==> images/route_heat.png <==
The bar under the picture is 20 um long. The die is cut into 12 by 21 equal tiles; black is low, pale yellow is high, scaled to the fullest tile. Values are wire area over tile area, all layers added.
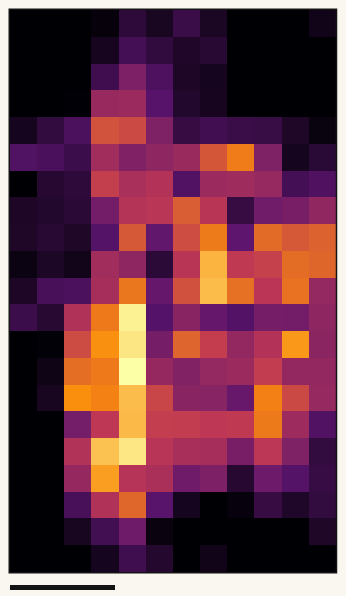
==> images/placed.png <==
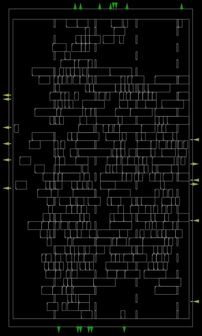
<file path="src/rtl/alien_march_ctrl.sv">
// Alien formation march sequencer: frame-paced steps, edge drops, kill speed-up, renderer req/ack.
// Optional: define ALIEN_MARCH_ANIM_EN to build the sprite animation phase toggle (anim_frame).
module alien_march_ctrl #(
    parameter logic [7:0] X_MIN       = 8'd0,
    parameter logic [7:0] X_MAX       = 8'd40,
    parameter logic [7:0] STEP        = 8'd2,
    parameter logic [7:0] DROP        = 8'd4,
    parameter logic [6:0] Y_LIMIT     = 7'd60,
    parameter logic [7:0] PERIOD_INIT = 8'd8,
    parameter logic [7:0] PERIOD_MIN  = 8'd1
) (
    input  logic       clk,
    input  logic       reset_n,
    input  logic       frame_tick,
    input  logic       enable,
    input  logic       alien_killed,
    input  logic       redraw_ack,
    output logic [7:0] x_off,
    output logic [6:0] y_off,
    output logic       dir,
    output logic       step_pulse,
    output logic       redraw_req,
    output logic       hit_bottom,
    output logic       anim_frame
);

    typedef enum logic [1:0] {S_WAIT, S_MOVE, S_REDRAW, S_HALT} state_t;

    state_t     state;
    logic [7:0] period;
    logic [7:0] count;
    logic [8:0] x_right;
    logic [7:0] y_drop;
    logic       at_edge;

    assign x_right = {1'b0, x_off} + {1'b0, STEP};
    assign y_drop  = {1'b0, y_off} + DROP;
    assign at_edge = dir ? (x_right > {1'b0, X_MAX})
                         : ({1'b0, x_off} < ({1'b0, X_MIN} + {1'b0, STEP}));

    always_ff @(posedge clk) begin
        if (!reset_n) begin
            state      <= S_WAIT;
            x_off      <= X_MIN;
            y_off      <= 7'd0;
            dir        <= 1'b1;
            period     <= PERIOD_INIT;
            count      <= 8'd0;
            step_pulse <= 1'b0;
            redraw_req <= 1'b0;
            hit_bottom <= 1'b0;
`ifdef ALIEN_MARCH_ANIM_EN
            anim_frame <= 1'b0;
`endif
        end else begin
            step_pulse <= 1'b0;
            if (alien_killed)
                period <= (period > PERIOD_MIN) ? period - 8'd1 : PERIOD_MIN;

            case (state)
                S_WAIT: begin
                    // >= so a period shortened mid-interval ends it at once instead of wrapping
                    if (frame_tick && enable) begin
                        if (count >= period - 8'd1) begin
                            count <= 8'd0;
                            state <= S_MOVE;
                        end else begin
                            count <= count + 8'd1;
                        end
                    end
                end
                S_MOVE: begin
                    step_pulse <= 1'b1;
                    redraw_req <= 1'b1;
`ifdef ALIEN_MARCH_ANIM_EN
                    anim_frame <= ~anim_frame;
`endif
                    if (!at_edge) begin
                        x_off <= dir ? x_right[7:0] : x_off - STEP;
                        state <= S_REDRAW;
                    end else begin
                        dir <= ~dir;
                        if (y_drop >= {1'b0, Y_LIMIT}) begin
                            y_off      <= Y_LIMIT;
                            hit_bottom <= 1'b1;
                            state      <= S_HALT;
                        end else begin
                            y_off <= y_drop[6:0];
                            state <= S_REDRAW;
                        end
                    end
                end
                S_REDRAW: begin
                    if (redraw_ack) begin
                        redraw_req <= 1'b0;
                        state      <= S_WAIT;
                    end
                end
                S_HALT: begin
                    if (redraw_ack)
                        redraw_req <= 1'b0;
                end
                default: state <= S_WAIT;
            endcase
        end
    end

`ifndef ALIEN_MARCH_ANIM_EN
    assign anim_frame = 1'b0;
`endif

endmodule

</file>
<file path="config.mk">
export PLATFORM = sky130hd
export DESIGN_NAME = alien_march_ctrl
export DESIGN_NICKNAME = d
export VERILOG_FILES = /design/src/rtl/alien_march_ctrl.sv
export SDC_FILE = /design/constraint.sdc
export NUM_CORES = 1
export LEC_CHECK = 0
export ABC_AREA = 1
export CORE_ASPECT_RATIO = 1.75
export CORE_UTILIZATION = 35
export DETAILED_ROUTE_END_ITERATION = 10
export PLACE_DENSITY = 0.64
export SYNTH_ARGS = -nofsm -noshare
export SYNTH_HDL_FRONTEND = slang
export SYNTH_SLANG_ARGS = --single-unit
</file>
<file path="constraint.sdc">
create_clock -name clk -period 6.75 [get_ports clk]
set_input_delay 0.675 -clock clk [delete_from_list [all_inputs] [get_ports clk]]
set_output_delay 0.675 -clock clk [all_outputs]
set_load 0.01 [all_outputs]
</file>
==> metrics.csv <==
stage;metric;value;unit
cells_and_area;clkbuf_count;5;
synthesis;synth_area;0.00220;sq mm
cells_and_area;clock_area_share;4.43;%
synthesis;ys_cells;312;
cells_and_area;dominant_cells;multi-input combinational cells;
clock_tree;htreeDepth;2;
grt;grt_pass1_vias;1969;
cells_and_area;regArea;681;sq um
final_timing;fin_crit;2420;ps
grt;met2_usage;31.2;%
detailed_routing;drc;0;
detailed_routing;routed.top_layer;met4;
floorplan;die_width;61.9;um
final_timing;finClkSkew;7.56;ps
detailed_routing;drt-pass1-iter-count;4;
detailed_routing;wl_per_cell;11.9;um
synthesis;top_area_share;31.0;%
final_timing;finalCritPeriodShare;35.9;%
clock_tree;post_cts_buffers;0;
final_timing;setup_tns;0;ps
detailed_routing;vias_per_cell;4.89;
placed_design;hpwl;3810;um
synthesis;synth-edff-count;0;
placed_design;placedCellCount;405;
synthesis;adder_share;8.54;%
job;warning_count;29;
final_timing;hold_viol_final;0;
detailed_routing;totalWireLength;4920;um
critical_path;worstPathRequired;6930;ps
clock_tree;cts_resized;0;
final_timing;slew_headroom;61.9;%
run_status;status;completed;
clock_tree;insertion_delay;290;ps
final_timing;fmax;413;MHz
critical_path;cp-endpoint;count[6];
cells_and_area;area_delta_synth_final;17.0;%
synthesis;aoi_share;10.9;%
synthesis;ys_chip_area;0.00220;sq mm
cells_and_area;layout.nets;355;
grt;grt_max_degree;20;
critical_path;end_kind;register;
floorplan;fp-utilization;36.8;%
-- route_heat.png (at the start) --
The fullest tile reaches 0.42. The mean over all tiles is 0.12. The emptiest ninth of the die: upper right.

-- placed.png (at the start) --
n_taps: 78
FP Rows: 37
sequential cell count: 34
Filler cells: 613

==> report_power, final <==
group,internal (mW),total (mW),switching [mW]
clock network,0.110,0.191,0.0814
logic,0.0253,0.0680,0.0427
registers,0.206,0.212,0.00603
total,0.342,0.472,0.130
==> state kept, by name, summed over array words and instances, names as in the netlist <==
register / count
count: 8
dir: 1
hit_bottom: 1
period: 8
redraw_req: 1
state: 2
step_pulse: 1
x_off: 7
y_off: 5
==> through the flow <==
step           cell area [sq um]  worst slack [ps]
2_1_floorplan               2210              4630
3_3_place_gp                2460              4190
4_1_cts                     2570              4320
6_report                    2570              4330
3_5_place_dp                2460              4150
5_1_grt                     2570              3970
==> cell usage in the layout, fill, tap and decap left out, types with 8 or more instances in the layout <==
cell type         n
ha_1             15
dfxtp_1          34
nand2_1          69
inv_1            34
clkdlybuf4s50_1  21
xor2_1           12
nand4_1           8
nor2_1           38
a21oi_1          19
nand3_1          21
==> synthesized netlist by cell type, types with 2 or more instances <==
library cell,n
nand3b_1,2
nand3_2,3
inv_1,34
xor2_1,12
o22ai_1,2
o21ai_1,2
nand3_1,21
a21oi_1,19
nand2_4,2
inv_2,3
ha_1,15
clkinv_1,3
xnor2_1,3
buf_4,5
nor2_2,5
clkbuf_1,3
nand3_4,2
nand2_1,69
or2_2,2
nand4_1,8
dfxtp_1,34
nor2_1,38
o21ai_0,7
==> worst max-delay path: stages, from the launching register on <==
cell,delay [ps]
dfxtp_1,360
clkinv_1,160
ha_1,280
nand2_1,100
nor2_1,60
nand2_1,70
xor2_1,190
inv_1,70
ha_1,260
nand2_1,60
nor2_1,160
nand4_1,130
nand3_1,130
nand2_1,60
nand2_1,160
nor2_1,70
